==> src/rtl/mhsa_seq.sv <==
`default_nettype none
// ============================================================================
//  Module   : mhsa_seq
//  Brief    : MHSA job sequencer. Streams IN_WORDS words from usram into the
//             compute core, writes OUT_WORDS results back, and shares the
//             single usram port with host writes (host always wins).
//  Revision : 1.0 - initial release
// ============================================================================
module mhsa_seq #(
    parameter int IN_WORDS  = 64,
    parameter int OUT_WORDS = 64
) (
    input  logic        clk,
    input  logic        rst_n,
    input  logic [31:0] start,
    input  logic [31:0] input_base,
    input  logic [31:0] output_base,
    input  logic        host_we,
    input  logic [31:0] host_addr,
    input  logic [63:0] host_wdata,
    output logic        usram_en,
    output logic        usram_we,
    output logic [15:0] usram_addr,
    output logic [63:0] usram_wdata,
    input  logic [63:0] usram_rdata,
    output logic        core_start,
    output logic        core_in_valid,
    output logic [63:0] core_in_data,
    input  logic        core_in_ready,
    input  logic        core_out_valid,
    input  logic [63:0] core_out_data,
    output logic        core_out_ready,
    output logic        busy,
    output logic        done_pulse
);

    localparam int               LEN_W       = 16;
    localparam logic [LEN_W-1:0] c_in_words  = LEN_W'(IN_WORDS);
    localparam logic [LEN_W-1:0] c_out_last  = LEN_W'(OUT_WORDS - 1);

    localparam logic [1:0] c_st_idle  = 2'd0;
    localparam logic [1:0] c_st_load  = 2'd1;
    localparam logic [1:0] c_st_store = 2'd2;
    localparam logic [1:0] c_st_done  = 2'd3;

    logic [1:0]       r_state;
    logic [1:0]       w_state_nxt;
    logic             r_start_q;
    logic             r_core_start;
    logic [15:0]      r_in_base;
    logic [15:0]      r_out_base;
    logic [LEN_W-1:0] r_issued;
    logic [LEN_W-1:0] r_returned;
    logic [LEN_W-1:0] r_consumed;
    logic [LEN_W-1:0] r_stored;
    logic             r_inflight;
    logic [63:0]      r_fifo_mem [2];
    logic             r_wr_ptr;
    logic             r_rd_ptr;
    logic [1:0]       r_fifo_count;

    logic             w_start_edge;
    logic [1:0]       w_occupancy;
    logic             w_rd_issue;
    logic             w_fifo_empty;
    logic             w_in_pop;
    logic             w_bypass;
    logic             w_push;
    logic             w_fifo_pop;
    logic             w_st_hs;
    logic             w_load_done;

    // Bits of the CSR/address inputs that this block does not decode
    logic             w_unused;
    assign w_unused = &{1'b0, start[31:1], input_base[31:19], input_base[2:0],
                        output_base[31:19], output_base[2:0], host_addr[31:16]};

    assign w_start_edge = start[0] & ~r_start_q;
    assign w_occupancy  = r_fifo_count + {1'b0, r_inflight};
    assign w_rd_issue   = (r_state == c_st_load) & ~host_we &
                          (r_issued < c_in_words) & (w_occupancy < 2'd2);
    assign w_fifo_empty = (r_fifo_count == 2'd0);

    // Returning read data is offered straight to the core when the FIFO is
    // empty, so the first word is visible in the cycle it comes back.
    assign w_in_pop     = core_in_valid & core_in_ready;
    assign w_bypass     = w_in_pop & w_fifo_empty;
    assign w_push       = r_inflight & ~w_bypass;
    assign w_fifo_pop   = w_in_pop & ~w_fifo_empty;
    assign w_st_hs      = core_out_ready & core_out_valid;
    assign w_load_done  = (r_issued == c_in_words) & (r_returned == c_in_words) &
                          (r_consumed == c_in_words) & w_fifo_empty & ~r_inflight;

    assign core_start   = r_core_start;
    assign core_in_data = !w_fifo_empty ? r_fifo_mem[r_rd_ptr] :
                          (r_inflight ? usram_rdata : 64'd0);

    // State register
    always_ff @(posedge clk or negedge rst_n) begin
        if (!rst_n) begin
            r_state <= c_st_idle;
        end else begin
            r_state <= w_state_nxt;
        end
    end

    // Next-state logic
    always_comb begin
        w_state_nxt = r_state;
        case (r_state)
            c_st_idle:  if (w_start_edge) w_state_nxt = c_st_load;
            c_st_load:  if (w_load_done) w_state_nxt = c_st_store;
            c_st_store: if (w_st_hs && (r_stored == c_out_last)) w_state_nxt = c_st_done;
            c_st_done:  w_state_nxt = c_st_idle;
            default:    w_state_nxt = c_st_idle;
        endcase
    end

    // State-decoded outputs and usram port arbitration (host first)
    always_comb begin
        busy           = (r_state != c_st_idle);
        done_pulse     = (r_state == c_st_done);
        core_in_valid  = (r_state == c_st_load) & (~w_fifo_empty | r_inflight);
        core_out_ready = (r_state == c_st_store) & ~host_we;
        usram_en       = 1'b0;
        usram_we       = 1'b0;
        usram_addr     = 16'd0;
        usram_wdata    = 64'd0;
        if (host_we) begin
            usram_en    = 1'b1;
            usram_we    = 1'b1;
            usram_addr  = host_addr[15:0];
            usram_wdata = host_wdata;
        end else if (w_rd_issue) begin
            usram_en    = 1'b1;
            usram_addr  = r_in_base + r_issued;
        end else if (w_st_hs) begin
            usram_en    = 1'b1;
            usram_we    = 1'b1;
            usram_addr  = r_out_base + r_stored;
            usram_wdata = core_out_data;
        end
    end

    // Job bookkeeping: start edge detect, bases, counters, read FIFO
    always_ff @(posedge clk or negedge rst_n) begin
        if (!rst_n) begin
            r_start_q     <= 1'b0;
            r_core_start  <= 1'b0;
            r_in_base     <= 16'd0;
            r_out_base    <= 16'd0;
            r_issued      <= '0;
            r_returned    <= '0;
            r_consumed    <= '0;
            r_stored      <= '0;
            r_inflight    <= 1'b0;
            r_fifo_mem[0] <= 64'd0;
            r_fifo_mem[1] <= 64'd0;
            r_wr_ptr      <= 1'b0;
            r_rd_ptr      <= 1'b0;
            r_fifo_count  <= 2'd0;
        end else begin
            r_start_q    <= start[0];
            r_core_start <= (r_state == c_st_idle) & w_start_edge;
            r_inflight   <= w_rd_issue;
            if ((r_state == c_st_idle) && w_start_edge) begin
                r_in_base    <= input_base[18:3];
                r_out_base   <= output_base[18:3];
                r_issued     <= '0;
                r_returned   <= '0;
                r_consumed   <= '0;
                r_stored     <= '0;
                r_wr_ptr     <= 1'b0;
                r_rd_ptr     <= 1'b0;
                r_fifo_count <= 2'd0;
            end else begin
                if (w_rd_issue) r_issued <= r_issued + 1'b1;
                if (r_inflight) r_returned <= r_returned + 1'b1;
                if (w_in_pop) r_consumed <= r_consumed + 1'b1;
                if (w_st_hs) r_stored <= r_stored + 1'b1;
                if (w_push) begin
                    r_fifo_mem[r_wr_ptr] <= usram_rdata;
                    r_wr_ptr             <= ~r_wr_ptr;
                end
                if (w_fifo_pop) r_rd_ptr <= ~r_rd_ptr;
                r_fifo_count <= r_fifo_count + {1'b0, w_push} - {1'b0, w_fifo_pop};
            end
        end
    end

endmodule
`default_nettype wire

==> config.mk <==
export PLATFORM = sky130hd
export DESIGN_NAME = mhsa_seq
export DESIGN_NICKNAME = d
export VERILOG_FILES = /design/src/rtl/mhsa_seq.sv
export SDC_FILE = /design/constraint.sdc
export NUM_CORES = 1
export LEC_CHECK = 0
export ABC_AREA = 0
export CAP_MARGIN = 20
export CORE_AREA = 2 2 182 184
export DETAILED_ROUTE_END_ITERATION = 8
export DIE_AREA = 0 0 184 186
export GPL_TIMING_DRIVEN = 1
export PLACE_DENSITY = 0.79
export SETUP_SLACK_MARGIN = 0.3
export SYNTH_ARGS = -nofsm -noshare
export SYNTH_HDL_FRONTEND = slang
export SYNTH_SLANG_ARGS = --single-unit
export TNS_END_PERCENT = 5
==> constraint.sdc <==
create_clock -name clk -period 3.9 [get_ports clk]
set_clock_uncertainty 0.1 [all_clocks]
set_input_delay 0.39 -clock clk [delete_from_list [all_inputs] [get_ports clk]]
set_output_delay 0.39 -clock clk [all_outputs]
set_load 0.005 [all_outputs]
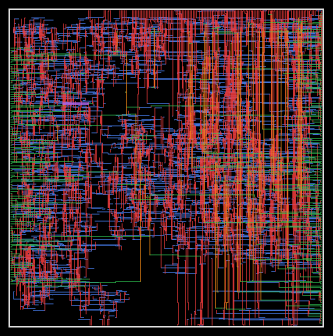
**Above:** run 1 (routed metal, one color a layer).
[orange] M4 | wire length: 3150 um
[blue] M1 | wire length: 17000 um
[red] M2 | wire length: 22.6 mm
[purple] M5 | wire length: 13.8 um
[green] M3 | wire length: 3930 um
GRT Total Usage: 26.2%
vias: 11300
drt total wl: 46700 um
wire per inst: 22.9 um

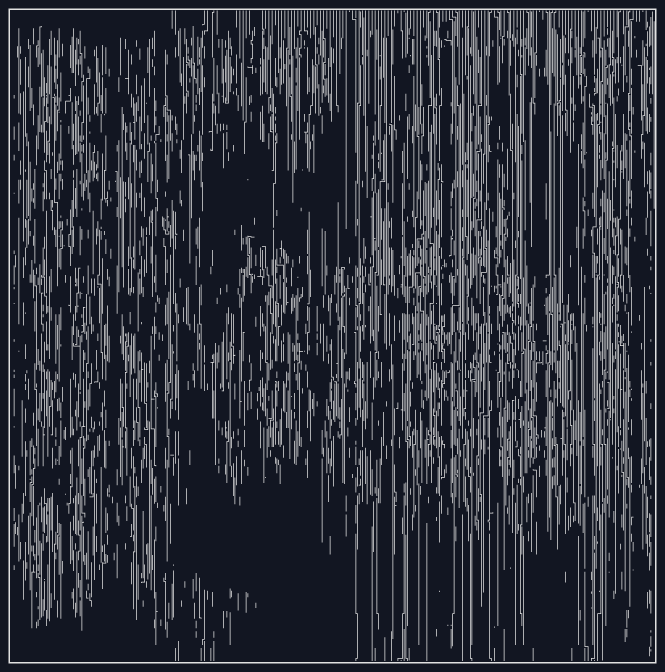
**Above:** run 1 (metal 2).
main direction: vertical
share of all routed wire: 48%
met2 Track Usage GR: 44.9%

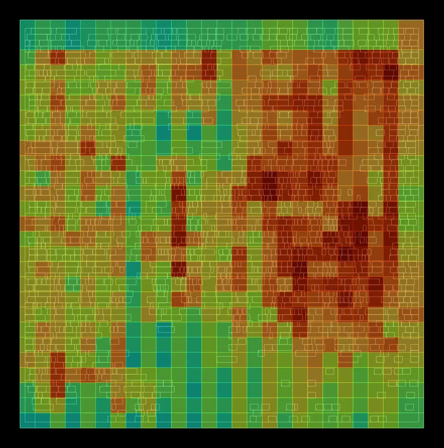
**Above:** run 1 (routing congestion map).
GRT busiest layer: met2
Layout Utilization: 58.6%
met1 Resource Use GR: 28.4%
met3 Use GR: 7.88%

==> results.cfg, run 1 <==
; generated from flow reports
[route]
drt-pass1-iter-count = 7
antenna_left = 0
route.detailed.drc = 0
drtIter0Drc = 514
vias_per_cell = 5.51

[clock_tree]
cts_buffer_depth = 3
cts_root_buf = clkbuf_16
worstSkewPairLatency_ns = 0.53
cts_tree = built
clk_pin_slew_ns = 0.06
cts.sinks = 233
htree_levels = 1
cts_made_buffers = 27

[floorplanning]
io_pins = 476
floorplan.core_util_pct = 40.6
die_x_um = 184
die-area_mm2 = 0.0342
coreArea_mm2 = 0.0322
rows = 66
dieHeight_um = 186

[layout]
layout_top_cell = clkdlybuf4s50_1
drive_above_1_share_pct = 17.8
mostFrequentLayoutCells = clkdlybuf4s50_1, dfrtp_1, mux2_2
nNetsFinal = 1985
num_antenna_cells = 0
syn2layout_area_growth_pct = 44.4
fin_cells = 2041

[sta]
worst_pin_slew_ns = 0.898
fmax_ghz = 0.269
finalSetupViolCount = 0
hold_violations = 0
period_used_pct = 95.5
period_needed_ns = 3.72
final_max_slew_viol_count = 0
slew-limit-headroom_pct = 40.1
rsz0062_at_grt = yes
setup_tns_ns = 0
setup_ws_ns = 0.176

[power_and_ir_drop]
power_mw = 11.6
power_density_mw_per_mm2 = 614
total_leakage_power_nw = 8.91
ir_drop_mv = 0.542

[grt]
antenna_found_initial = 1
grt_pass1_wl_um = 67600
overflow = 0
grt_max_degree = 131
grt_pass1_vias = 11300

[synthesis]
yosys_warnings = 0
ys_chip_area_mm2 = 0.0131
syn-num-nets = 1599
syn_area_per_cell_um2 = 10.6
ys_cells = 1229
top_area_share_pct = 44.6
async_flop_share_pct = 100
synthCells = 1229
ys_seq_share_pct = 44.6
edf_count = 0
ys_ff = 233
yosysMostFrequentCell = dfrtp_1
largest_area_cell = dfrtp_1
synthTopCellsByCount = dfrtp_1, mux2_2, o21ai_0
ff_type = dfrtp_1
area_leaders = dfrtp_1, mux2_2, mux2i_1
syn-cell-area_mm2 = 0.0131
ys_types = 61

[worst_setup_path]
arrival_ns = 3.23
cp_max_fo = 16
rrSetupSlack_ns = 1.11
critPathLaunchType = flip-flop
worstSetupPathType = flip-flop to output port
max_stage_delay_ns = 0.60
cp-end-kind = output port
cp_slowest_cell = clkdlybuf4s50_1
cp_cell_sequence = or4_4, nor4_4, and4_4, buf_12, buf_4, nor2_4, a22o_1, clkdlybuf4s50_1
cp.required_ns = 3.41

[status]
status = completed

[placed_design]
gp_congestion = 0.922
dp.cells = 1978
io_buffers = 396
place_ws_ns = 0.176
hpwl_um = 34300

[job]
maxCapViolCount = 0
tool_warnings = 117

[min_path]
worstHoldPathType = input pin to flip-flop
## run 1: worst paths after layout
path,depth (start not counted),endpoint,from
max in group asynchronous,3,r_in_base[7]$_DFFE_PN0P_,rst_n
worst min-delay path,1,r_start_q$_DFF_PN0_,start[0]
min in group asynchronous,2,r_fifo_mem[45]$_DFFE_PN0P_,rst_n
worst max-delay path,8,usram_wdata[23],r_issued[12]$_DFFE_PN0P_
worst max register to register,5,r_fifo_mem[73]$_DFFE_PN0P_,r_inflight$_DFF_PN0_
worst min register to register,1,r_fifo_mem[111]$_DFFE_PN0P_,r_fifo_mem[111]$_DFFE_PN0P_
## run 1: final cells by class
type                            instances  area, um^2
Multi-Input combinational cell        898        7060
Clock buffer                           36         729
Fill cell                            2638       13300
Timing Repair Buffer                  431        4520
Sequential cell                       233        5840
Tap cell                              408         510
Inverter                               24        92.6
Clock inverter                         11         139
## run 1: logic make-up after synthesis
logic type,Yosys count,synth area share [%]
compound gates,254,12.8
xor+xnor,70,4.69
flops,233,44.6
mux,228,19.0
fa+ha+maj,45,4.42
simple gates,300,11.3
buf+inv,99,3.16
## run 1: worst max-delay path, delay by kind of cell, from the launching register on
family | cells | cell delay [ns]
AND/OR/NAND/NOR | 4 | 1.26
flip-flops | 1 | 0.40
AND-OR/OR-AND | 1 | 0.21
buffers and inverters | 3 | 0.84
## run 1: flip-flops by register name (all words and copies together), names as in the netlist
signal,count
core_start,1
r_consumed,16
r_fifo_count,2
r_fifo_mem,128
r_in_base,16
r_inflight,1
r_issued,16
r_out_base,16
r_rd_ptr,1
r_returned,16
r_start_q,1
r_state,2
r_stored,16
r_wr_ptr,1
## run 1: what timing repair did
action / in CTS / in global routing
resized: 28 / 115
hold endpoints to repair: 78 / 0
hold buffers: 1 / 0
setup buffers: 9 / 5
cloned: 1 / 0
setup endpoints to repair: 82 / 80
pin swaps: 13 / 16
## run 1: per-stage QoR
step | utilization (%) | hold slack, ns | cell area (um^2)
final | 58.6 | 0.240 | 18900
after global routing | 58.6 | 0.237 | 18900
after CTS | 57.5 | 0.220 | 18500
after detailed placement | 54.3 | 0.326 | 17500
after global placement | 54.3 | 0.320 | 17500
after floorplan | - | -0.00559 | 13100
## run 1: metal layers
layer / up-vias / track usage, % / wire length, um
li1: 5259 / - / -
met1: 5485 / 28.4 / 17000
met2: 413 / 44.9 / 22600
met3: 96 / 7.88 / 3930
met4: 2 / 16.4 / 3150
met5: - / 0 / 13
## run 1: where the power goes
part / internal [mW] / total [mW] / switching (mW)
combinational: 2.94 / 5.19 / 2.25
sequential: 3.28 / 3.90 / 0.625
clock: 1.51 / 2.49 / 0.989
total: 7.72 / 11.6 / 3.86
## Run 2: what changed since run 1
--- a/config.mk
+++ b/config.mk
@@ -16,4 +16,3 @@
 export SYNTH_ARGS = -nofsm -noshare
 export SYNTH_HDL_FRONTEND = slang
 export SYNTH_SLANG_ARGS = --single-unit
-export TNS_END_PERCENT = 5
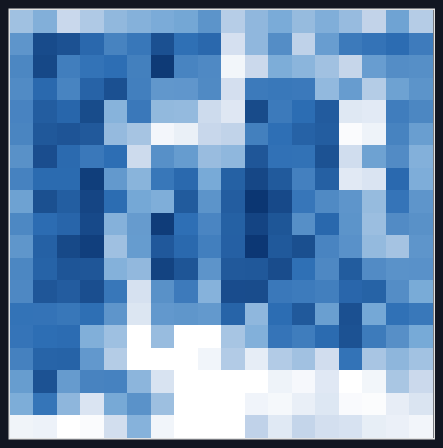
**Above:** run 2 (placement density heat map).
The die is cut into 18 by 19 equal tiles; white is low, dark blue is high, 0 to 100% covered.
tiles over 75% full: 26%
mean over tiles: 54%
fullest tile: 98%
emptiest ninth of the die: bottom center
densest ninth of the die: center
nearly empty tiles: 5.6%
Layout Utilization: 58.7%
core area: 0.0322 mm^2
Pre-Place Util: 40.6%

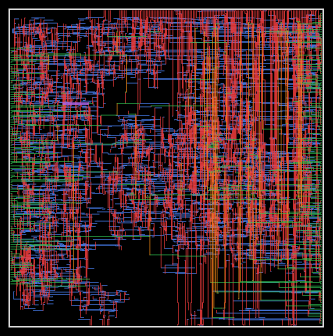
**Above:** run 2 (routed metal, one color a layer).
[red] M2 | wire length: 22.8 mm
[blue] M1 | wire length: 17200 um
[purple] M5 | wire length: 13.8 um
[orange] M4 | wire length: 2990 um
[green] M3 | wire length: 3730 um
vias: 11300
wire per inst: 22.8 um
drt total wl: 46700 um
GRT Total Usage: 26.2%

==> run 2 against run 1 <==
Utilization increased by 0.078 points. First-iteration DRC count increased by 4.9%. Non-clock buffer count increased by 6. Global-route usage hardly changed. Maximum frequency down 0.41%. Area after synthesis is the same. Combinational power up 1%. Cell area increased by 0.13%. Wire length about the same. Synthesized cell count did not move. Largest cell class unchanged.
==> results.cfg, run 2 <==
; generated from flow reports
[job]
tool_warnings = 117
maxCapViolCount = 0

[worst_setup_path]
cp-end-kind = output port
cp.required_ns = 3.41
cp_slowest_cell = dfrtp_1
worstSetupPathType = flip-flop to output port
cp_max_fo = 4
arrival_ns = 3.25
max_stage_delay_ns = 0.40
critPathLaunchType = flip-flop

[synthesis]
ys_ff = 233
synthCells = 1229
syn-cell-area_mm2 = 0.0131
edf_count = 0
ys_chip_area_mm2 = 0.0131
top_area_share_pct = 44.6
syn_area_per_cell_um2 = 10.6
async_flop_share_pct = 100
yosysMostFrequentCell = dfrtp_1
ys_types = 61
syn-num-nets = 1599

[sta]
rsz0062_at_grt = yes
setup_ws_ns = 0.161
slew-limit-headroom_pct = 40.2
setup_tns_ns = 0
hold_violations = 0
period_needed_ns = 3.74
final_max_slew_viol_count = 0
finalSetupViolCount = 0
worst_pin_slew_ns = 0.897
fmax_ghz = 0.267

[placed_design]
gp_congestion = 0.922
place_ws_ns = 0.176
hpwl_um = 34300

[clock_tree]
clk_pin_slew_ns = 0.06
worstSkewPairLatency_ns = 0.53
cts_root_buf = clkbuf_16
cts.sinks = 233
cts_tree = built
htree_levels = 1

[layout]
mostFrequentLayoutCells = clkdlybuf4s50_1, dfrtp_1, mux2_2
nNetsFinal = 1991
largest_reg_flops = 128
largest-register = r_fifo_mem
syn2layout_area_growth_pct = 44.6
fillers = 2640
ff_latch_area_mm2 = 0.00584
layout_top_cell = clkdlybuf4s50_1
layout.area.comb_mm2 = 0.00712

[route]
antenna_left = 0
route.detailed.drc = 0
vias_per_cell = 5.52
drtIter0Drc = 539

[status]
status = completed

[floorplanning]
rows = 66
die-area_mm2 = 0.0342
dieHeight_um = 186
die_x_um = 184

[power_and_ir_drop]
total_leakage_power_nw = 8.69
ir_drop_mv = 0.541

[grt]
overflow = 0
grt_pass1_wl_um = 67700
grt_pass1_vias = 11400

[min_path]
worstHoldPathType = input pin to flip-flop
[run 2: cell counts after synthesis]
No cell type changed its count.
[run 2: power breakdown]
part           internal, mW  leakage, nW  total, mW  switching (mW)
Clock                  1.51        0.422       2.49           0.984
Sequential             3.28         2.87       3.91           0.625
Combinational          2.97         5.40       5.24            2.27
Total                  7.75         8.69       11.6            3.88
[run 2: critical path, delay by kind of cell (launching register included)]
family / cells / cell delay, ns
AOI/OAI and AO/OA: 5 / 0.91
adders and majority gates: 2 / 0.54
buffers and inverters: 3 / 0.37
DFF: 1 / 0.40
muxes: 1 / 0.34
and+or+nand+nor: 1 / 0.15
[run 2: area by class of cell]
type	count	area share, %
multi-input combinational	898	37.6
sequential	233	30.9
timing repair buffer	437	23.7
clock buffer	36	3.86
tap	408	2.70
clock inverter	11	0.734
inverter	24	0.476
antenna	1	0.0132
[run 2: logic make-up after synthesis]
logic type,count (synthesis),synth area share [%]
simple gates,300,11.3
compound gates,254,12.8
flops,233,44.6
mux,228,19.0
buf+inv,99,3.16
xor+xnor,70,4.69
fa+ha+maj,45,4.42
[run 2: per-stage QoR]
step / hold slack [ns] / instance area [um^2] / total power, mW / instances
global placement: 0.320 / 17500 / 8.86 / 1978
floorplan: -0.00559 / 13100 / 6.50 / 1229
detailed placement: 0.326 / 17500 / 9.01 / 1978
global route: 0.237 / 18900 / 12.3 / 2048
finish: 0.240 / 18900 / 11.6 / 2048
CTS: 0.220 / 18600 / 11.7 / 2040
[run 2: final timing paths]
path / cells past startpoint / startpoint / slack (ns) / end
max: 12 / r_out_base[0]$_DFFE_PN0P_ / 0.16 / usram_addr[14]
min in group asynchronous: 2 / rst_n / 0.34 / r_fifo_mem[62]$_DFFE_PN0P_
min: 1 / start[0] / 0.24 / r_start_q$_DFF_PN0_
min reg2reg: 1 / r_fifo_mem[111]$_DFFE_PN0P_ / 0.41 / r_fifo_mem[111]$_DFFE_PN0P_
max in group asynchronous: 3 / rst_n / 2.35 / r_issued[4]$_DFFE_PN0P_
max reg2reg: 5 / r_inflight$_DFF_PN0_ / 1.11 / r_fifo_mem[82]$_DFFE_PN0P_
[run 2: timing repair]
item / CTS / global route
gates cloned: 1 / 0
gates resized: 65 / 85
endpoints found under the setup margin: 82 / 65
setup buffers: 13 / 7
hold buffers: 1 / 0
endpoints found under the hold margin: 78 / 0
pin swaps: 14 / 15
[run 2: metal layers]
| metal | vias to the layer above | routed length, um | track usage, % |
|---|---|---|---|
| li1 | 5264 | - | - |
| met1 | 5544 | 17200 | 28.6 |
| met2 | 415 | 22800 | 45.5 |
| met3 | 88 | 3730 | 7.36 |
| met4 | 2 | 2990 | 15.5 |
| met5 | - | 13 | 0 |
Power is estimated from default activity; no workload was simulated.
